run_1/port_nets.png
Scale bar: 20 um.
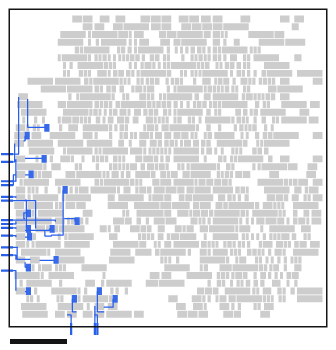
run_1/metal_stack.png
Scale bar: 20 um.
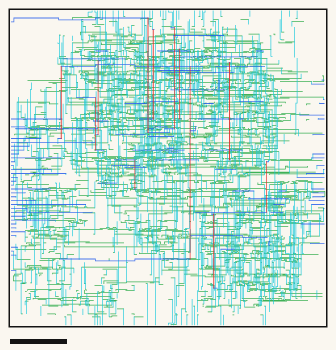
run_1/gate_families.png
Scale bar: 20 um.
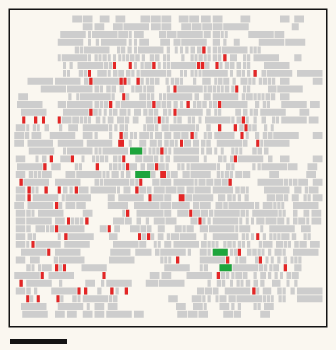
run_1/zoom.png
Scale bar: 5 um. Region (45, 67) to (65, 87) um. Cells in grey, sequential cells in the stronger grey; small squares are vias.
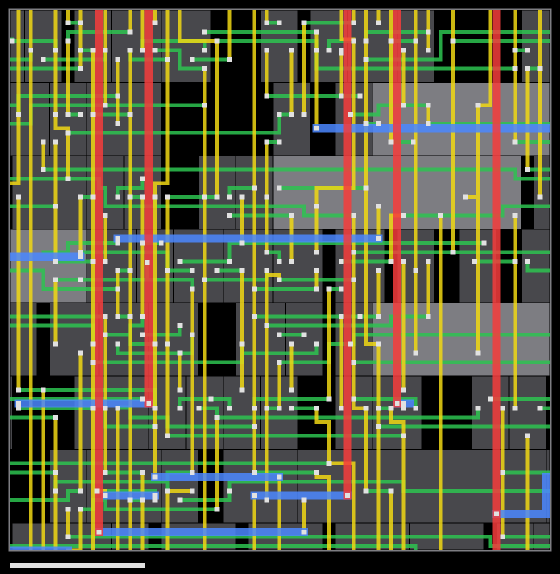
### config.mk
export PLATFORM = sky130hd
export DESIGN_NAME = bus_dma_master
export DESIGN_NICKNAME = d
export VERILOG_FILES = /design/src/rtl/bus_pkg.sv /design/src/rtl/bus_dma_master.sv
export SDC_FILE = /design/constraint.sdc
export NUM_CORES = 1
export LEC_CHECK = 0
export ABC_AREA = 1
export CAP_MARGIN = 20
export CORE_UTILIZATION = 48
export CTS_CLUSTER_DIAMETER = 200
export DETAILED_ROUTE_END_ITERATION = 10
export PLACE_DENSITY = 0.83
export SLEW_MARGIN = 20
export SYNTH_ARGS = -nofsm -noshare
export SYNTH_HDL_FRONTEND = slang
export SYNTH_SLANG_ARGS = --single-unit
### constraint.sdc
create_clock -name Clock -period 1.7 [get_ports Clock]
set_input_delay 0.255 -clock Clock [delete_from_list [all_inputs] [get_ports Clock]]
set_output_delay 0.255 -clock Clock [all_outputs]
set_load 0.02 [all_outputs]
### src/rtl/bus_pkg.sv
// ---------------------------------------------------------------------------
// bus_pkg
// Shared definitions for data-bus requesters. It holds the device-select
// codes, the default bus widths and the DMA master state encoding.
// ---------------------------------------------------------------------------
package bus_pkg;

  // Device-select codes decoded by the data-bus fabric.
  localparam logic [3:0] DEV_MEM    = 4'h0;
  localparam logic [3:0] DEV_ONCHIP = 4'h1;
  localparam logic [3:0] DEV_IO     = 4'h2;

  // Default bus widths.
  localparam int BUS_ADDR_W = 16;
  localparam int BUS_DATA_W = 16;

  // DMA master sequencer states.
  typedef enum logic [2:0] {
    IDLE,
    RD_REQ,
    RD_GAP,
    WR_REQ,
    WR_GAP,
    FIN
  } dma_state_t;

endpackage

### src/rtl/bus_dma_master.sv
// ---------------------------------------------------------------------------
// bus_dma_master
// Bus initiator that copies Length words from SrcAddr to DstAddr. Each word
// is moved as one single-word read followed by one single-word write, and
// every request is followed by one idle bus cycle.
//
// Ports
//   Clock, Reset     : clock (rising edge), asynchronous active-low reset
//   Start            : one-cycle pulse; latches SrcAddr/DstAddr/Length in IDLE
//   SrcAddr, DstAddr : first source / destination word address
//   Length           : number of words to copy (0 gives an empty transfer)
//   Abort            : finish the current word, then stop
//   Busy             : high from the cycle after an accepted Start until Done
//   Done             : one-cycle completion pulse
//   Aborted          : sticky stop-by-abort/timeout flag, cleared by Start
//   DmaRead/DmaWrite : registered request strobes, never high together
//   DmaAddr          : request address
//   DmaWrData        : write data, valid with DmaWrite
//   DmaRdData        : responder read data, valid with DmaDone on a read
//   DmaDone          : responder completion, combinational or registered
//
// Optional build macro
//   DMA_TIMEOUT_EN   : adds a per-request wait counter. A request that sees
//                      no DmaDone for TIMEOUT_CYCLES cycles is dropped, the
//                      transfer ends and Aborted is set.
// ---------------------------------------------------------------------------
module bus_dma_master
  import bus_pkg::*;
#(
  parameter int ADDR_W         = BUS_ADDR_W,
  parameter int DATA_W         = BUS_DATA_W,
  parameter int LEN_W          = 16,
  parameter int TIMEOUT_CYCLES = 255
) (
  input  logic              Clock,
  input  logic              Reset,
  input  logic              Start,
  input  logic [ADDR_W-1:0] SrcAddr,
  input  logic [ADDR_W-1:0] DstAddr,
  input  logic [LEN_W-1:0]  Length,
  input  logic              Abort,
  output logic              Busy,
  output logic              Done,
  output logic              Aborted,
  output logic              DmaRead,
  output logic              DmaWrite,
  output logic [ADDR_W-1:0] DmaAddr,
  output logic [DATA_W-1:0] DmaWrData,
  input  logic [DATA_W-1:0] DmaRdData,
  input  logic              DmaDone
);

  if (TIMEOUT_CYCLES < 1) begin : g_bad_timeout
    $error("TIMEOUT_CYCLES must be at least 1");
  end

  dma_state_t        state_q, state_d;
  logic [ADDR_W-1:0] src_q, src_d;
  logic [ADDR_W-1:0] dst_q, dst_d;
  logic [LEN_W-1:0]  rem_q, rem_d;
  logic [DATA_W-1:0] data_q, data_d;
  logic              abort_pend_q, abort_pend_d;
  logic              aborted_q, aborted_d;
  logic              busy_q, busy_d;
  logic              done_q, done_d;
  logic              rd_q, rd_d;
  logic              wr_q, wr_d;
  logic [ADDR_W-1:0] addr_q, addr_d;
  logic [DATA_W-1:0] wdat_q, wdat_d;

`ifdef DMA_TIMEOUT_EN
  localparam int WAIT_W = $clog2(TIMEOUT_CYCLES + 1);
  localparam logic [WAIT_W-1:0] WAIT_LAST = WAIT_W'(TIMEOUT_CYCLES - 1);
  logic [WAIT_W-1:0] wait_q, wait_d;
`endif

  // Next-state and next-output logic. Bus outputs are derived from the next
  // state so the strobes come straight from flops and rise in the first
  // cycle of a request state.
  always_comb begin
    state_d   = state_q;
    src_d     = src_q;
    dst_d     = dst_q;
    rem_d     = rem_q;
    data_d    = data_q;
    aborted_d = aborted_q;
    busy_d    = busy_q;
    done_d    = 1'b0;
    // Abort is remembered from any active state until the word finishes.
    abort_pend_d = abort_pend_q | (Abort && (state_q != IDLE));
`ifdef DMA_TIMEOUT_EN
    wait_d = '0;
`endif

    unique case (state_q)
      IDLE: begin
        if (Start) begin
          aborted_d    = 1'b0;
          busy_d       = 1'b1;
          abort_pend_d = 1'b0;
          if (Length != '0) begin
            src_d   = SrcAddr;
            dst_d   = DstAddr;
            rem_d   = Length;
            state_d = RD_REQ;
          end else begin
            state_d = FIN;
          end
        end
      end

      RD_REQ: begin
        if (DmaDone) begin
          data_d  = DmaRdData;
          state_d = RD_GAP;
        end
`ifdef DMA_TIMEOUT_EN
        else if (wait_q == WAIT_LAST) begin
          aborted_d = 1'b1;
          state_d   = FIN;
        end else begin
          wait_d = wait_q + 1'b1;
        end
`endif
      end

      // The responder's done flag toggles while a request is held, so the
      // strobe must be low for a cycle before the next request.
      RD_GAP: state_d = WR_REQ;

      WR_REQ: begin
        if (DmaDone) begin
          src_d   = src_q + 1'b1;
          dst_d   = dst_q + 1'b1;
          rem_d   = rem_q - 1'b1;
          state_d = WR_GAP;
        end
`ifdef DMA_TIMEOUT_EN
        else if (wait_q == WAIT_LAST) begin
          aborted_d = 1'b1;
          state_d   = FIN;
        end else begin
          wait_d = wait_q + 1'b1;
        end
`endif
      end

      // Word boundary: the only place an abort can stop the copy.
      WR_GAP: begin
        if ((rem_q == '0) || abort_pend_d) begin
          if (abort_pend_d && (rem_q != '0)) begin
            aborted_d = 1'b1;
          end
          state_d = FIN;
        end else begin
          state_d = RD_REQ;
        end
      end

      // Done is registered, so it pulses in the cycle after FIN together
      // with the Busy drop.
      FIN: begin
        done_d       = 1'b1;
        busy_d       = 1'b0;
        abort_pend_d = 1'b0;
        state_d      = IDLE;
      end

      default: state_d = IDLE;
    endcase

    rd_d   = (state_d == RD_REQ);
    wr_d   = (state_d == WR_REQ);
    addr_d = '0;
    wdat_d = '0;
    if (rd_d) begin
      addr_d = src_d;
    end else if (wr_d) begin
      addr_d = dst_d;
      wdat_d = data_d;
    end
  end

  always_ff @(posedge Clock or negedge Reset) begin
    if (!Reset) begin
      state_q      <= IDLE;
      src_q        <= '0;
      dst_q        <= '0;
      rem_q        <= '0;
      data_q       <= '0;
      abort_pend_q <= 1'b0;
      aborted_q    <= 1'b0;
      busy_q       <= 1'b0;
      done_q       <= 1'b0;
      rd_q         <= 1'b0;
      wr_q         <= 1'b0;
      addr_q       <= '0;
      wdat_q       <= '0;
    end else begin
      state_q      <= state_d;
      src_q        <= src_d;
      dst_q        <= dst_d;
      rem_q        <= rem_d;
      data_q       <= data_d;
      abort_pend_q <= abort_pend_d;
      aborted_q    <= aborted_d;
      busy_q       <= busy_d;
      done_q       <= done_d;
      rd_q         <= rd_d;
      wr_q         <= wr_d;
      addr_q       <= addr_d;
      wdat_q       <= wdat_d;
    end
  end

`ifdef DMA_TIMEOUT_EN
  always_ff @(posedge Clock or negedge Reset) begin
    if (!Reset) begin
      wait_q <= '0;
    end else begin
      wait_q <= wait_d;
    end
  end
`endif

  assign Busy      = busy_q;
  assign Done      = done_q;
  assign Aborted   = aborted_q;
  assign DmaRead   = rd_q;
  assign DmaWrite  = wr_q;
  assign DmaAddr   = addr_q;
  assign DmaWrData = wdat_q;

endmodule
==> run summary, run 1 <==
Main area contributors: dfrtp_1 46%, nand2_1 16%, nor2_1 6.5%
Worst Path Max Fanout: 9
clk cell area share: 0.0400
Final setup viols: 0
Seq cells: 105
root buf cell: clkbuf_16
VDD IR max: 1.13 mV
TritonCTS Buffers: 9
final period utilization: 0.980
Pins Over Slew Limit: 0
antenna violations before repair: 0
# clock sinks: 105
CLK BUF: 9
Top delay family on crit path: simple AND/OR/NAND/NOR gates
cells after synthesis: 771
FP Util: 0.494
run status: finished clean
signal buffers share of area: 0.216
Vias per Instance: 5.11
Final ANT Viol Nets: 0
Top-area cell share: 0.464
vias in the first global route: 5110
reg2reg start: state_q[1]
Mapped Area: 5660 um^2
sequential share of cell area: 0.339
Clk pin slew, worst setup/hold paths: 80 ps
post-DP HPWL: 10.2 mm
Total Nets Final: 1003
Adder Share, Synth: 0.00884
routed via count: 5511
crit start category: flip-flop
routability cong.: 0.882
Rows: 39
CTS-repair resized insts: 3
RSZ-0062 raised after global routing: true
Synth cell types: 41
Synth Area per Inst: 7.34 um^2
CP required: 1990 ps
largest net degree at the start of global routing: 74
post-layout util: 0.676
clk buf depth: 2
final hold slack: 438 ps
min Tclk post-route: 1670 ps
Leak: 3.74 nW
FF+latch area: 2630 um^2
dominant logic cell types in the final layout: 239 x nand2_1, 104 x dfrtp_1, 103 x clkdlybuf4s50_1, 94 x nor2_1, 83 x inv_1
count leader, synth: nand2_1
setup TNS: 0 ps
Post-synth seq share: 0.464
Top logic family: simple AND/OR/NAND/NOR gates
min-delay worst type: in2async
DRT Wirelength: 14.6 mm
dominant register cell: dfrtp_1
crit path kind: reg2reg
DRC violations left: 0
Yosys Chip Area: 5660 um^2
syn_nets: 844
worst slew pin tran: 416 ps
setup ws final: 34.3 ps
CP endpoint: DmaAddr[11]
critical path buffer and inverter count: 5
cell area after layout: 7750 um^2
worst setup path start: state_q[1]
Logic Gate Count: 550
flop-to-flop setup slack: 30 ps
Buffers on Ports: 105
Final Hold Vio Count: 0
Worst Reg-to-Reg Cells: 12
global-route wire length before repair: 24.0 mm
dpl cells: 1052
Tot Pwr: 0.0138 W
1st-pass router iterations: 5
biggest area consumer among synthesized cells: dfrtp_1
Core Area: 11500 um^2
OpenROAD warnings: 28
most instantiated cells after synthesis: 242 x nand2_1, 105 x dfrtp_1, 98 x nor2_1, 84 x inv_1, 61 x o21ai_0
CP endpoint kind: flip-flop
MUX share of area: 0.00177
biggest cell delay along the critical path: 440 ps
# Taps: 143
fraction of layout cells with a size suffix above 1: 0.128
pre-CTS setup slack: -461 ps
yosys cell count: 771
number of top-level pins: 106
AO/OA Area Share: 0.105
die width: 111 um
Die ar.: 12200 um^2
-- port_nets.png (at the start) --
[blue] `DmaRdData` | bits: 16 | direction: input | edge: 13 west, 3 south | end cells: 16 | buffers: 16 | wire: 232 um

-- metal_stack.png (at the start) --
[cyan] met2 | wire length: 6790 um
[green] met1 | wire length: 6500 um
[blue] met3 | wire length: 967 um
[red] met4 | wire length: 356 um

-- gate_families.png (at the start) --
[red] inverters | cells: 92 | most used: inv_1 | where: all over the die
[green] adder and majority cells | cells: 4
Final Non-Filler Cells: 1078
logic gate fraction of the total cell area: 0.336
most frequent logic cell in the layout: nand2_1

-- zoom.png (at the start) --
[green] met1
[blue] met3
[red] met4
[yellow] met2
cells with their middle in the window: 51
most frequent: nand2_1 (18)
sequential cells in the window: 3
netlist names of flops here include: `src_q` (2), `dst_q` (1)

[run 1: power breakdown]
part	switching, W	total [W]	leakage [nW]	internal (W)
combinational	0.00417	0.00724	2.29	0.00307
sequential	0.000751	0.00439	1.30	0.00363
clock	0.00101	0.00218	0.153	0.00117
[run 1: per-layer routing]
layer | GRT usage | part of all wire | vias up
met5 | 0 | 0 | -
met2 | 0.381 | 0.46 | 162
li1 | - | - | 2773
met4 | 0.0853 | 0.024 | 0
met3 | 0.0697 | 0.066 | 26
met1 | 0.327 | 0.44 | 2550
[run 1: how the worst min path moves through the flow]
stage                     startpoint       end  cells past startpoint
after detailed placement       Reset  DmaWrite                      2
final                          Reset  DmaWrite                      3
after global routing           Reset  DmaWrite                      3
after global placement         Reset  DmaWrite                      2
after CTS                      Reset  DmaWrite                      3
after floorplan                Reset   Aborted                      0
==> run 2: changes to the inputs <==
--- a/config.mk
+++ b/config.mk
@@ -7,10 +7,12 @@
 export LEC_CHECK = 0
 export ABC_AREA = 1
 export CAP_MARGIN = 20
-export CORE_UTILIZATION = 48
+export CORE_UTILIZATION = 58
 export CTS_CLUSTER_DIAMETER = 200
 export DETAILED_ROUTE_END_ITERATION = 10
-export PLACE_DENSITY = 0.83
+export DONT_BUFFER_PORTS = 1
+export GPL_ROUTABILITY_DRIVEN = 0
+export PLACE_DENSITY = 0.82
 export SLEW_MARGIN = 20
 export SYNTH_ARGS = -nofsm -noshare
 export SYNTH_HDL_FRONTEND = slang
run_2/gate_families.png
Scale bar: 20 um.
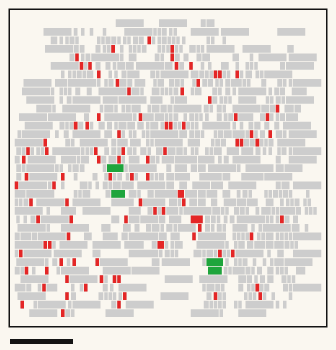
[green] adder and majority cells | cells: 4
[red] inverters | cells: 92 | most used: inv_1 | where: all over the die
logic gate fraction of the total cell area: 0.418
Final Non-Filler Cells: 937

==> run 2 against run 1 <==
  * The run now ends with negative hold slack left
  * Worst setup slack got worse by 23 ps
  * Utilization increased by 2.6 points
  * Total power fell by 8.0%
  * Non-clock buffer count is 128 lower
  * Clock power decreased by 27%
  * Via count down 5.3%
  * Final cell count fell by 13%
  * Critical endpoint is now DmaAddr[2]
  * Largest cell class is now combinational gates
==> run summary, run 2 <==
run status: finished with violations
failing checks: negative hold slack
setup TNS: 0 ps (unchanged)
clk cell area share: 0.0317 (-0.00830)
FP Util: 0.607 (+0.113)
worst setup path start: state_q[0]
Post-synth seq share: 0.464 (unchanged)
post-layout util: 0.702 (+0.0259)
Buffers on Ports: 0 (-100%)
pre-CTS setup slack: 14.4 ps (+475 ps)
Worst Path Max Fanout: 9 (unchanged)
CP endpoint: DmaAddr[2]
Die ar.: 10200 um^2 (-17%)
Final ANT Viol Nets: 0 (unchanged)
Final Hold Vio Count: 105 (+105)
GR Util met3: 0.0791 (+0.00935)
internal power: 0.00668 W (-15%)
clk buf depth: 2 (unchanged)
cells after synthesis: 771 (unchanged)
global-route wire length before repair: 23.0 mm (-3.9%)
yosys cell count: 771 (unchanged)
clock share of power: 0.125 (-0.033)
dominant register cell: dfrtp_1
met1 usage: 0.367 (+0.0401)
syn_nets: 844 (unchanged)
CP endpoint kind: flip-flop
Leak: 3.21 nW (-14%)
Yosys Chip Area: 5660 um^2 (unchanged)
antenna violations before repair: 1 (+1)
cell area after layout: 6550 um^2 (-16%)
crit path kind: reg2reg
routed via count: 5220 (-5.3%)
flop-to-flop setup slack: 10 ps (-20 ps)
DRC violations left: 0 (unchanged)
min-delay worst type: in2async
VDD IR max: 1.23 mV (+9.0%)
OpenROAD warnings: 32 (+14%)
# Taps: 129 (-9.8%)
Tot Pwr: 0.0127 W (-8.0%)
die width: 101 um (-8.9%)
final hold slack: -457 ps (-896 ps)
most frequent logic cell in the layout: nand2_1
met2 GRT Util: 0.484 (+0.102)
CLK BUF: 10 (+1)
post-DP HPWL: 9.70 mm (-4.5%)
# clock sinks: 105 (unchanged)
Main area contributors: dfrtp_1 46%, nand2_1 16%, nor2_1 6.5%
Clock group: 0.00159 W (-27%)
Top delay family on crit path: simple AND/OR/NAND/NOR gates
signal buffers share of area: 0.0691 (-0.147)
biggest area consumer among synthesized cells: dfrtp_1
dominant logic cell types in the final layout: 222 x nand2_1, 103 x dfrtp_1, 90 x nor2_1, 84 x inv_1, 57 x o21ai_0
critical path buffer and inverter count: 1 (-4)
Seq cells: 105 (unchanged)
sequential share of cell area: 0.402 (+0.0625)
metal3 WL: 1.33 mm (+37%)
biggest cell delay along the critical path: 470 ps (+30 ps)
Worst Reg-to-Reg Cells: 10 (-2)
final period utilization: 0.993 (+0.0136)
Total Nets Final: 875 (-13%)
DRT Wirelength: 14.5 mm (-0.89%)
Final setup viols: 0 (unchanged)
root buf cell: clkbuf_8
crit start category: flip-flop
Pins Over Slew Limit: 0 (unchanged)
largest net degree at the start of global routing: 106 (+43%)
1st-pass router iterations: 6 (+1)
Sw Pwr: 0.00603 W (+1.6%)
met1 wire length: 5.74 mm (-12%)
worst slew pin tran: 312 ps (-104 ps)
Synth cell types: 41 (unchanged)
top routing layer in use: met4
Logic Gate Count: 550 (unchanged)
-- run 2: logic make-up (layout without fill, tap and decap cells) --
| kind of cell | after synthesis | count (layout) | share of synthesized area |
|---|---|---|---|
| and+or+nand+nor | 432 | 432 | 0.328 |
| xor gates and xnor gates | 5 | 5 | 0.00774 |
| buffers and inverters | 116 | 152 | 0.0838 |
| other | 0 | 1 | 0 |
| AOI/OAI and AO/OA | 108 | 108 | 0.105 |
| adders and majority gates | 4 | 4 | 0.00884 |
| muxes | 1 | 1 | 0.00177 |
| DFF | 105 | 105 | 0.464 |
==> run 3: changes to the inputs <==
--- a/config.mk
+++ b/config.mk
@@ -7,13 +7,14 @@
 export LEC_CHECK = 0
 export ABC_AREA = 1
 export CAP_MARGIN = 20
-export CORE_UTILIZATION = 58
+export CORE_UTILIZATION = 60
+export CTS_BUF_LIST = sky130_fd_sc_hd__clkbuf_8
 export CTS_CLUSTER_DIAMETER = 200
 export DETAILED_ROUTE_END_ITERATION = 10
 export DONT_BUFFER_PORTS = 1
 export GPL_ROUTABILITY_DRIVEN = 0
-export PLACE_DENSITY = 0.82
-export SLEW_MARGIN = 20
+export PLACE_DENSITY = 0.85
+export SLEW_MARGIN = 10
 export SYNTH_ARGS = -nofsm -noshare
 export SYNTH_HDL_FRONTEND = slang
 export SYNTH_SLANG_ARGS = --single-unit
run_3/gate_families.png
Scale bar: 20 um.
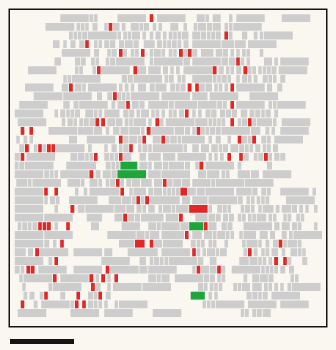
[green] adder and majority cells | cells: 4 | most used: ha_1
[red] inverters | cells: 92 | most used: inv_1 | where: all over the die

==> run 3 against run 2 <==
  * The flow still finishes with violations (negative hold slack)
  * Die area decreased by 3.3%
  * Final cell count decreased by 1.6%
  * Worst hold slack improved by 8.2 ps
  * Final area decreased by 0.65%
  * Combinational power down 3%
  * Synthesized area stayed put
  * Total power fell by 1.1%
  * Critical path depth is 1 higher
  * Wire length is 2.0% higher
  * Sequential power rose by 0.8%
  * Largest cell class unchanged
==> run summary, run 3 <==
run status: finished with violations
failing checks: negative hold slack
global route overflow: 0
CTS tree: yes
Worst Reg-to-Reg Cells: 11 (+1)
final period utilization: 1.00 (+0.00644)
worst slew pin tran: 350 ps (+38.0 ps)
FP Util: 0.615 (+0.00867)
VDD IR max: 1.06 mV (-14%)
worst setup path start: dst_q[1]
root buf cell: clkbuf_8
final hold slack: -449 ps (+8.18 ps)
Post-synth seq share: 0.464 (unchanged)
Comb area: 2710 um^2
Critical Path Slowest Stage Cell: dfrtp_1
Tot Pwr: 0.0126 W (-1.1%)
syn_nets: 844 (unchanged)
cell area after layout: 6510 um^2 (-0.65%)
met1 wire length: 5.83 mm (+1.6%)
CP endpoint kind: flip-flop
biggest area consumer among synthesized cells: dfrtp_1
clk cell area share: 0.0313 (-0.000369)
# Taps: 111 (-14%)
Seq cells: 105 (unchanged)
Yosys Chip Area: 5660 um^2 (unchanged)
Registers, synthesis: 105
flop-to-flop setup slack: 0.3 ps (about the same)
die width: 99.1 um (-1.6%)
Final setup viols: 0 (unchanged)
most frequent logic cell in the layout: nand2_1
Post-Place Cell Area: 5940 um^2
logic gate fraction of the total cell area: 0.417 (-0.000922)
Total Nets Final: 879 (+0.46%)
setup TNS: 0 ps (unchanged)
largest net degree at the start of global routing: 106 (unchanged)
post-DP HPWL: 9.57 mm (-1.4%)
routed via count: 5214 (-0.11%)
Leak: 3.18 nW (-1.1%)
clock share of power: 0.126 (about the same)
biggest cell delay along the critical path: 400 ps (-70 ps)
FFs w/ async S/R, synth: 1.00
CP endpoint: DmaAddr[14]
dominant register cell: dfrtp_1
signal buffers share of area: 0.0694 (+0.000260)
Top delay family on crit path: simple AND/OR/NAND/NOR gates
sequential share of cell area: 0.405 (+0.00320)
DRT Wirelength: 14.8 mm (+2.0%)
DRC violations left: 0 (unchanged)
Sw Pwr: 0.00603 W (about the same)
antenna violations before repair: 0 (-1)
CLK BUF: 9 (-1)
pre-CTS setup slack: -83.3 ps (-97.7 ps)
global-route wire length before repair: 22.6 mm (-2.0%)
crit start category: flip-flop
cells after synthesis: 771 (unchanged)
setup ws final: 0.270 ps
crit path cell chain: ha_2 > nand3_2 > nor2_2 > buf_6 > inv_1 > nor2_2 > nand3_1 > nand2_1 > nand2_2 > nand2_1 > nand2_1
Main area contributors: dfrtp_1 46%, nand2_1 16%, nor2_1 6.5%
min-delay worst type: in2async
OpenROAD warnings: 32 (unchanged)
Final Non-Filler Cells: 922 (-1.6%)
post-layout util: 0.708 (+0.00541)
Synth Area per Inst: 7.34 um^2
critical path buffer and inverter count: 2 (+1)
metal3 WL: 1.28 mm (-3.8%)
Pins Over Slew Limit: 0 (unchanged)
Logic Gate Count: 550 (unchanged)
Clock group: 0.00158 W (about the same)
Buffers on Ports: 0 (unchanged)
Die ar.: 9820 um^2 (-3.3%)
Final Hold Vio Count: 105 (unchanged)
crit path kind: reg2reg
internal power: 0.00654 W (-2.0%)
reg2reg start: dst_q[1]
cell count along the critical path: 11
1st-pass router iterations: 5 (-1)
top routing layer in use: met4
yosys cell count: 771 (unchanged)
Final ANT Viol Nets: 0 (unchanged)
sw frac: 0.480
clk buf depth: 2 (unchanged)
Clk pin slew, worst setup/hold paths: 120 ps
# clock sinks: 105 (unchanged)
Top-area cell share: 0.464
Worst Path Max Fanout: 4 (-5)
Comb power: 0.00611 W
dominant logic cell types in the final layout: 226 x nand2_1, 100 x dfrtp_1, 89 x nor2_1, 84 x inv_1, 55 x o21ai_0
Synth cell types: 41 (unchanged)
[run 3: cell count changes in the layout (fill, tap and decap cells not counted), sizes merged]
cell,before,now
buf,38,45
clkbuf,12,10
clkinv,3,5
clkinvlp,0,1
diode,1,0
dlygate4sd3,4,2
inv,95,93
[run 3: logic make-up after synthesis]
family          share of synthesized area
buf+inv                            0.0838
xor+xnor                          0.00774
fa+ha+maj                         0.00884
mux                               0.00177
compound gates                      0.105
simple gates                        0.328
flops                               0.464
[run 3: metal layers]
metal  vias to the layer above  GRT usage
met5                         -          0
met4                         0      0.130
met3                        58     0.0808
met2                       250      0.469
met1                      2393      0.371
li1                       2513          -

==> layout pictures side by side <==
Track usage over the die.
image #1
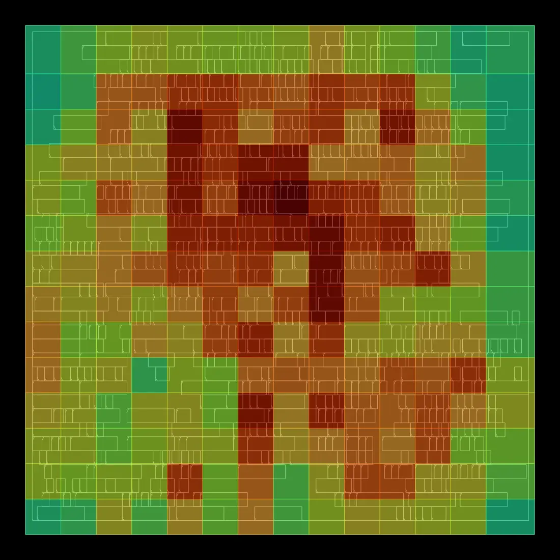
image #2
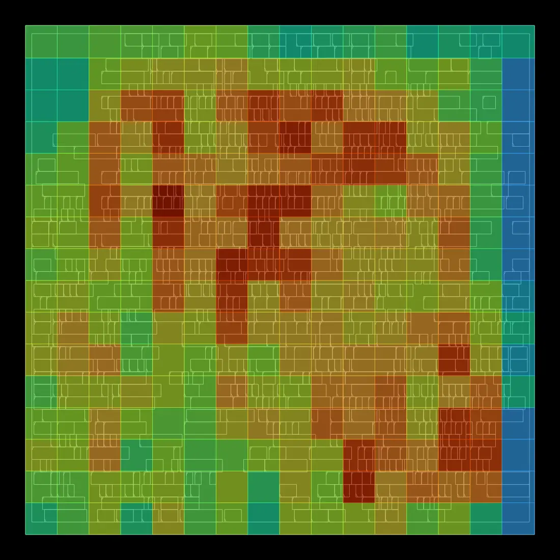
image #3
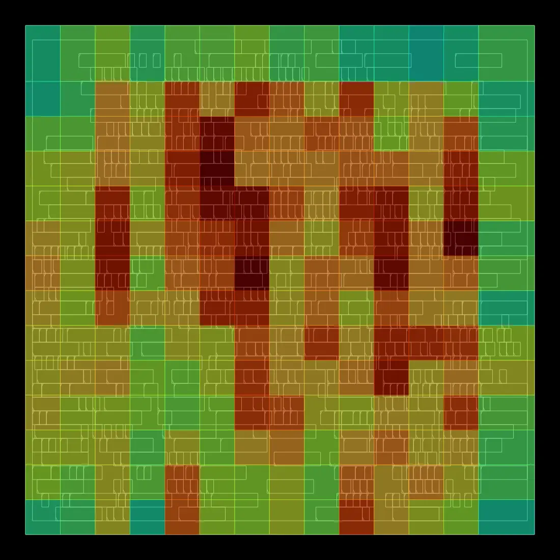
image #1 -> run 3
image #2 -> run 1
image #3 -> run 2
Of these, lowest track usage: image #2

Power is estimated from default activity; no workload was simulated.
